Design mem_port_arbiter, sky130hd; sources not shown.
Figure 1. Sizing map (run 1).
(2 px per µm)
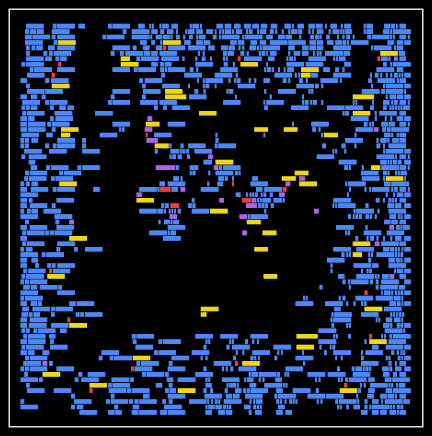
size	color	cells	share
x2	red	19	1.5%
x1 and smaller	blue	1185	93%
x6 and larger	yellow	51	4.0%
x3 and x4	purple	24	1.9%
Non-CTS buffers: 284
Worst Slack Setup Final: 159 ps
area grow syn2layout: 41.7%
post-route design area: 14800 µm²

Figure 2. Cell placement (run 1).
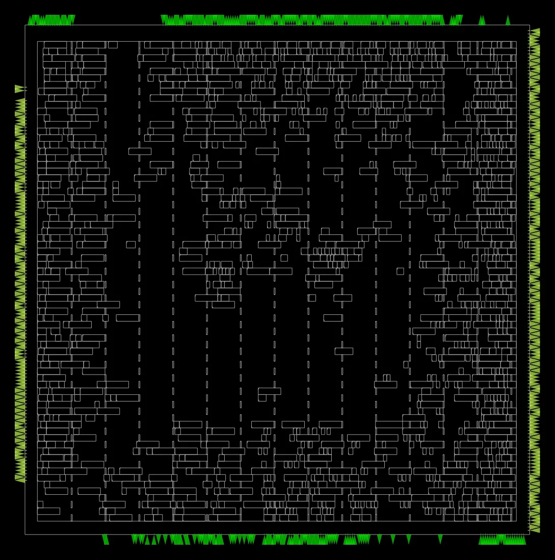
Seq area share: 46.6%
tally of non-filler cells in the final layout: 1800
Core Area: 38300 µm²
sequential cell count: 276

Figure 3. Port wiring (run 1).
(1.5 px per µm)
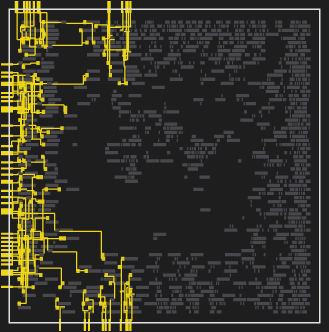
port	color	bits	direction	end cells	buffers	wire
ram_rdata	yellow	64	input	128	64	2650 µm
quantity of I/O buffers inserted on ports: 0
total I/O pin count: 524

==> reports/metrics.sh, run 1 <==
COMB_POWER_uW=4670
WL_MET3_UM=4300
ENDPOINT_KIND='register'
GLOBAL_ROUTE_MET3_UTILIZATION_PCT=6.91
VIA_TO_CELL_RATIO=4.53
CLOCK_GROUP_uW=6070
DRT_ITER0_DRC=437
TOTAL_SWITCHING_POWER_uW=6830
LAYOUT.NONCLK_BUF_SHARE_PCT=19.7
FINAL_COMMON_CELL='dfrtp_1'
YS_ASYNC_SR_FRACTION_PCT=100
GR-MAX-USAGE-LAYER='met2'
CLKSINKCOUNT=276
POST_PLACE_INSTANCE_AREA_UM2=11200
FF_TYPE='dfrtp_1'
NON_CLOCK_INVERTER_COUNT=7
ROUTED_LENGTH_ON_MET2_UM=17800
ROUTED_WL_UM=36500
TIMING.REG2REG.SETUP_SLACK_PS=160
CTS_TREE='done'
SYNTH.CELLMIX.XORXNORSHARE_PCT=0.419
TIMING.CRITICAL_PATH.ARRIVAL_PS=2230
TIMING.REG2REG.WORST_PATH_DEPTH=8
TYPE_OF_THE_TIGHTEST_MIN_DELAY_CHECK='input port to async pin'
SYNTH_ADDER_AREA_SHARE_PCT=0.598
DESIGN.FINAL.NETS=1521
LAYOUT_WORST_PATH_CYCLE_SHARE_PCT=91.6
OUTCOME='finished with violations'
MAX_STAGE_DELAY_PS=380
UTILIZATION_AFTER_LAYOUT_PCT=38.7
WORST_IR_DROP_VDD_V=0.000637
HOLD_VIOLATIONS=276
SYNTH_SIMPLE_GATE_AREA_SHARE_PCT=24.5
SYN_AVG_CELL_AREA_UM2=10.4
CTS-ROOT-BUF='clkbuf_16'
DIODES=3
CRITPATHTOPFAMILY='buffers and inverters'
AREA.SEQUENTIAL_UM2=6910
CELLINTERNALPOWER_uW=13400
WL_PER_CELL_UM=20.3
GPL.FINAL_WEIGHTED_CONGESTION=0.766
LOG.WARNING_COUNT=32
P_CLK_SHARE_PCT=30.0
SETUP_BUFFERS_AFTER_CTS=0
YOSYS.STAT.CHIPAREA_UM2=10500
SETUP.WORST_PATH.START_CLASS='register'
SEQUENTIAL_FRACTION_OF_THE_SYNTHESIS_AREA_PCT=66.0
DIEHEIGHT_UM=208
SYNTHMOSTINSTANTIATEDCELL='dfrtp_1'
PLACEDCELLCOUNT=1478
VIAS=8149
GRT_SETUP_UNREPAIRED='false'
WORST_HOLD_SLACK_PS=-684
FLOORPLAN.INITIALDENSITY_PCT=27.3
YS_SEQ_ELEMENTS=276
CRITICAL_PATH_CLASS='register to register'
LOGIC_FAMILY='simple AND/OR/NAND/NOR gates'
HORIZONTAL_DIE_DIMENSION_UM=206
FIRST_PASS_ITERS=5
WORSTSKEWPAIRLATENCY_PS=560
INITIAL_ANTENNA_VIOLATION_COUNT=4
GLOBAL_ROUTE_USAGE_OVER_ALL_LAYERS_PCT=15.9
PLACE_WS_PS=178
SEQUENTIAL_POWER_SHARE_PCT=46.9
VIOLATIONS='hold timing'
Figure 4. Gate families picked out (run 1).
(2 px per µm)
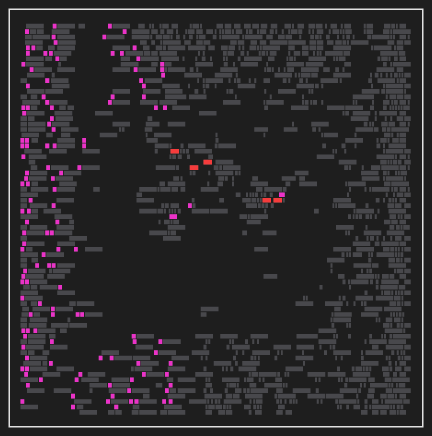

==> inputs of run 2 (changes only) <==
--- a/config.mk
+++ b/config.mk
@@ -13,6 +13,8 @@
 export DONT_BUFFER_PORTS = 1
 export HOLD_SLACK_MARGIN = 0.05
 export PLACE_DENSITY = 0.38
+export SETUP_SLACK_MARGIN = 0.3
 export SYNTH_ARGS = -nofsm -noshare
 export SYNTH_HDL_FRONTEND = slang
 export SYNTH_SLANG_ARGS = --single-unit
+export TNS_END_PERCENT = 20
==> constraint.sdc (replaced) <==
create_clock -name clk -period 2 [get_ports clk]
set_input_delay 0.2 -clock clk [delete_from_list [all_inputs] [get_ports clk]]
set_output_delay 0.2 -clock clk [all_outputs]
set_load 0.005 [all_outputs]
Figure 5. Gate families picked out (run 2).
(2 px per µm)
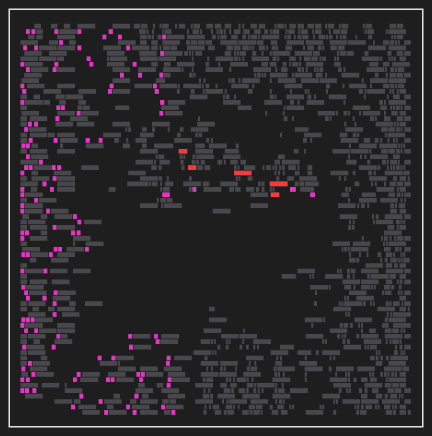
family	color	cells	most used
and/or cells	magenta	132	and2_1
fa/ha/maj cells	red	5	ha_1
top logic cell by instance count in the layout: dfrtp_1
tally of non-filler cells in the final layout: 1810
multi-input combinational area share: 22.1%

Figure 6. Sizing map (run 2).
(2 px per µm)
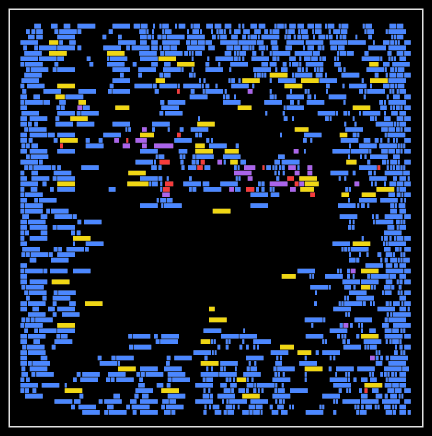
size	color	cells	share
x1 and smaller	blue	1188	92%
x2	red	16	1.2%
x3 and x4	purple	26	2.0%
x6 and larger	yellow	61	4.7%
Non-CTS buffers: 297
post-route design area: 15000 µm²
area grow syn2layout: 43.4%
Worst Slack Setup Final: 377 ps

Figure 7. I/O pins on the die edge (run 2).
(2 px per µm) Pins as bars across the die edge, other pins in gray.
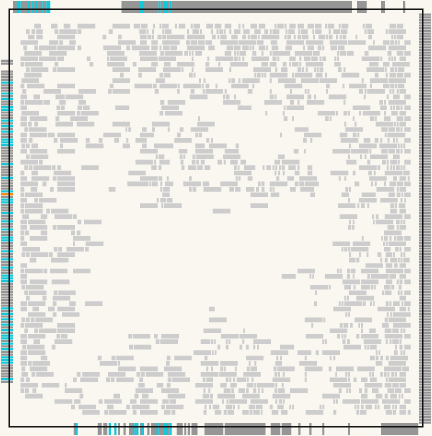
port	color	pins	direction	edge
ram_rdata	cyan	64	input	40 west, 14 north, 10 south
mem_we	orange	1	input	west
vertical die dimension: 208 µm
horizontal die dimension: 206 µm

==> reports/metrics.sh, run 2 <==
OUTCOME='finished with violations'  # unchanged
VIOLATIONS='hold timing'  # unchanged
CTS-ROOT-BUF='clkbuf_16'  # unchanged
CELLINTERNALPOWER_uW=12800  # was 13400 µW
ROUTED_LENGTH_ON_MET2_UM=18200  # was 17800 µm
GR-MAX-USAGE-LAYER='met2'  # unchanged
SYN_AVG_CELL_AREA_UM2=10.4  # unchanged
PLACEDCELLCOUNT=1478  # unchanged
INITIAL_ANTENNA_VIOLATION_COUNT=3  # was 4
WORST_HOLD_SLACK_PS=-679  # was -684 ps
SYNTH_SIMPLE_GATE_AREA_SHARE_PCT=24.5  # unchanged
TOTAL_SWITCHING_POWER_uW=6550  # was 6830 µW
CLOCK_GROUP_uW=5530  # was 6070 µW
DESIGN.FINAL.NETS=1535  # was 1521
POST_PLACE_INSTANCE_AREA_UM2=11200  # unchanged
DIODES=1  # was 3
SYNTHMOSTINSTANTIATEDCELL='dfrtp_1'  # unchanged
LAYOUT_WORST_PATH_CYCLE_SHARE_PCT=81.2  # was 91.6%
SKEW_PS=26.9  # was 13.1 ps
MAX_STAGE_DELAY_PS=380  # about the same
FF_TYPE='dfrtp_1'  # unchanged
SYNTH_TOP_AREA_SHARE_PCT=66.0  # unchanged
WORSTSKEWPAIRLATENCY_PS=570  # was 560 ps
CORE_AREA_UM2=38300  # unchanged
CLKSINKCOUNT=276  # unchanged
NON_CLOCK_INVERTER_COUNT=7  # unchanged
CRITPATHTOPFAMILY='simple AND/OR/NAND/NOR gates'  # was buffers and inverters
AREA.SHARE.SEQUENTIAL_PCT=46.0  # was 46.6%
P_CLK_SHARE_PCT=28.6  # was 30.0%
COMB_POWER_uW=4760  # was 4670 µW
SEQUENTIAL_POWER_SHARE_PCT=46.7  # was 46.9%
YS_ASYNC_SR_FRACTION_PCT=100  # unchanged
GRT_SETUP_UNREPAIRED='true'  # was false
WL_MET3_UM=4250  # was 4300 µm
CTS_TREE='done'  # unchanged
SYNTH_ADDER_AREA_SHARE_PCT=0.598  # unchanged
POWER.GROUP.TOP='sequential cells'  # unchanged
HOLD_VIOLATIONS=276  # unchanged
ENDPOINT_KIND='register'  # unchanged
TIMING.REG2REG.SETUP_SLACK_PS=380  # was 160 ps
GLOBAL_ROUTE_MET3_UTILIZATION_PCT=6.71  # was 6.91%
SETUP_BUFFERS_AFTER_CTS=2  # was 0
SYNTH.CELLMIX.XORXNORSHARE_PCT=0.419  # unchanged
CP_COMMON_CELL='buf_12'
GLOBAL_ROUTE_USAGE_OVER_ALL_LAYERS_PCT=15.9  # about the same
SETUP.WORST_PATH.START_CLASS='register'  # unchanged
ROUTED_WL_UM=37800  # was 36500 µm
TIMING.CRITICAL_PATH.ARRIVAL_PS=2060  # was 2230 ps
FIRST_PASS_ITERS=7  # was 5
FLOORPLAN.INITIALDENSITY_PCT=27.3  # unchanged
CRITICAL_PATH_CLASS='register to register'  # unchanged
YOSYS.STAT.CHIPAREA_UM2=10500  # unchanged
WORST_IR_DROP_VDD_V=0.000684  # was 0.000637 V
DRT_ITER0_DRC=505  # was 437
AREA.SEQUENTIAL_UM2=6910  # unchanged
PORT_BUFFERS=0  # unchanged
VIA_TO_CELL_RATIO=4.50  # was 4.53
SEQUENTIAL_FRACTION_OF_THE_SYNTHESIS_AREA_PCT=66.0  # unchanged
YS_SEQ_ELEMENTS=276  # unchanged
LAYOUT.NONCLK_BUF_SHARE_PCT=20.8  # was 19.7%
MIN_PERIOD_PS=1620  # was 1740 ps
BOUNDARYPINS=524  # unchanged
NUMSEQUENTIALCELLS=276  # unchanged
PLACE_WS_PS=235  # was 178 ps
VIAS=8154  # was 8149
ENABLE_FLOP_CELLS=0  # unchanged
TIMING.REG2REG.WORST_PATH_DEPTH=8  # unchanged
LOGIC_FAMILY='simple AND/OR/NAND/NOR gates'  # unchanged
Power figures rest on the tool's default switching activity, not on a simulated workload.
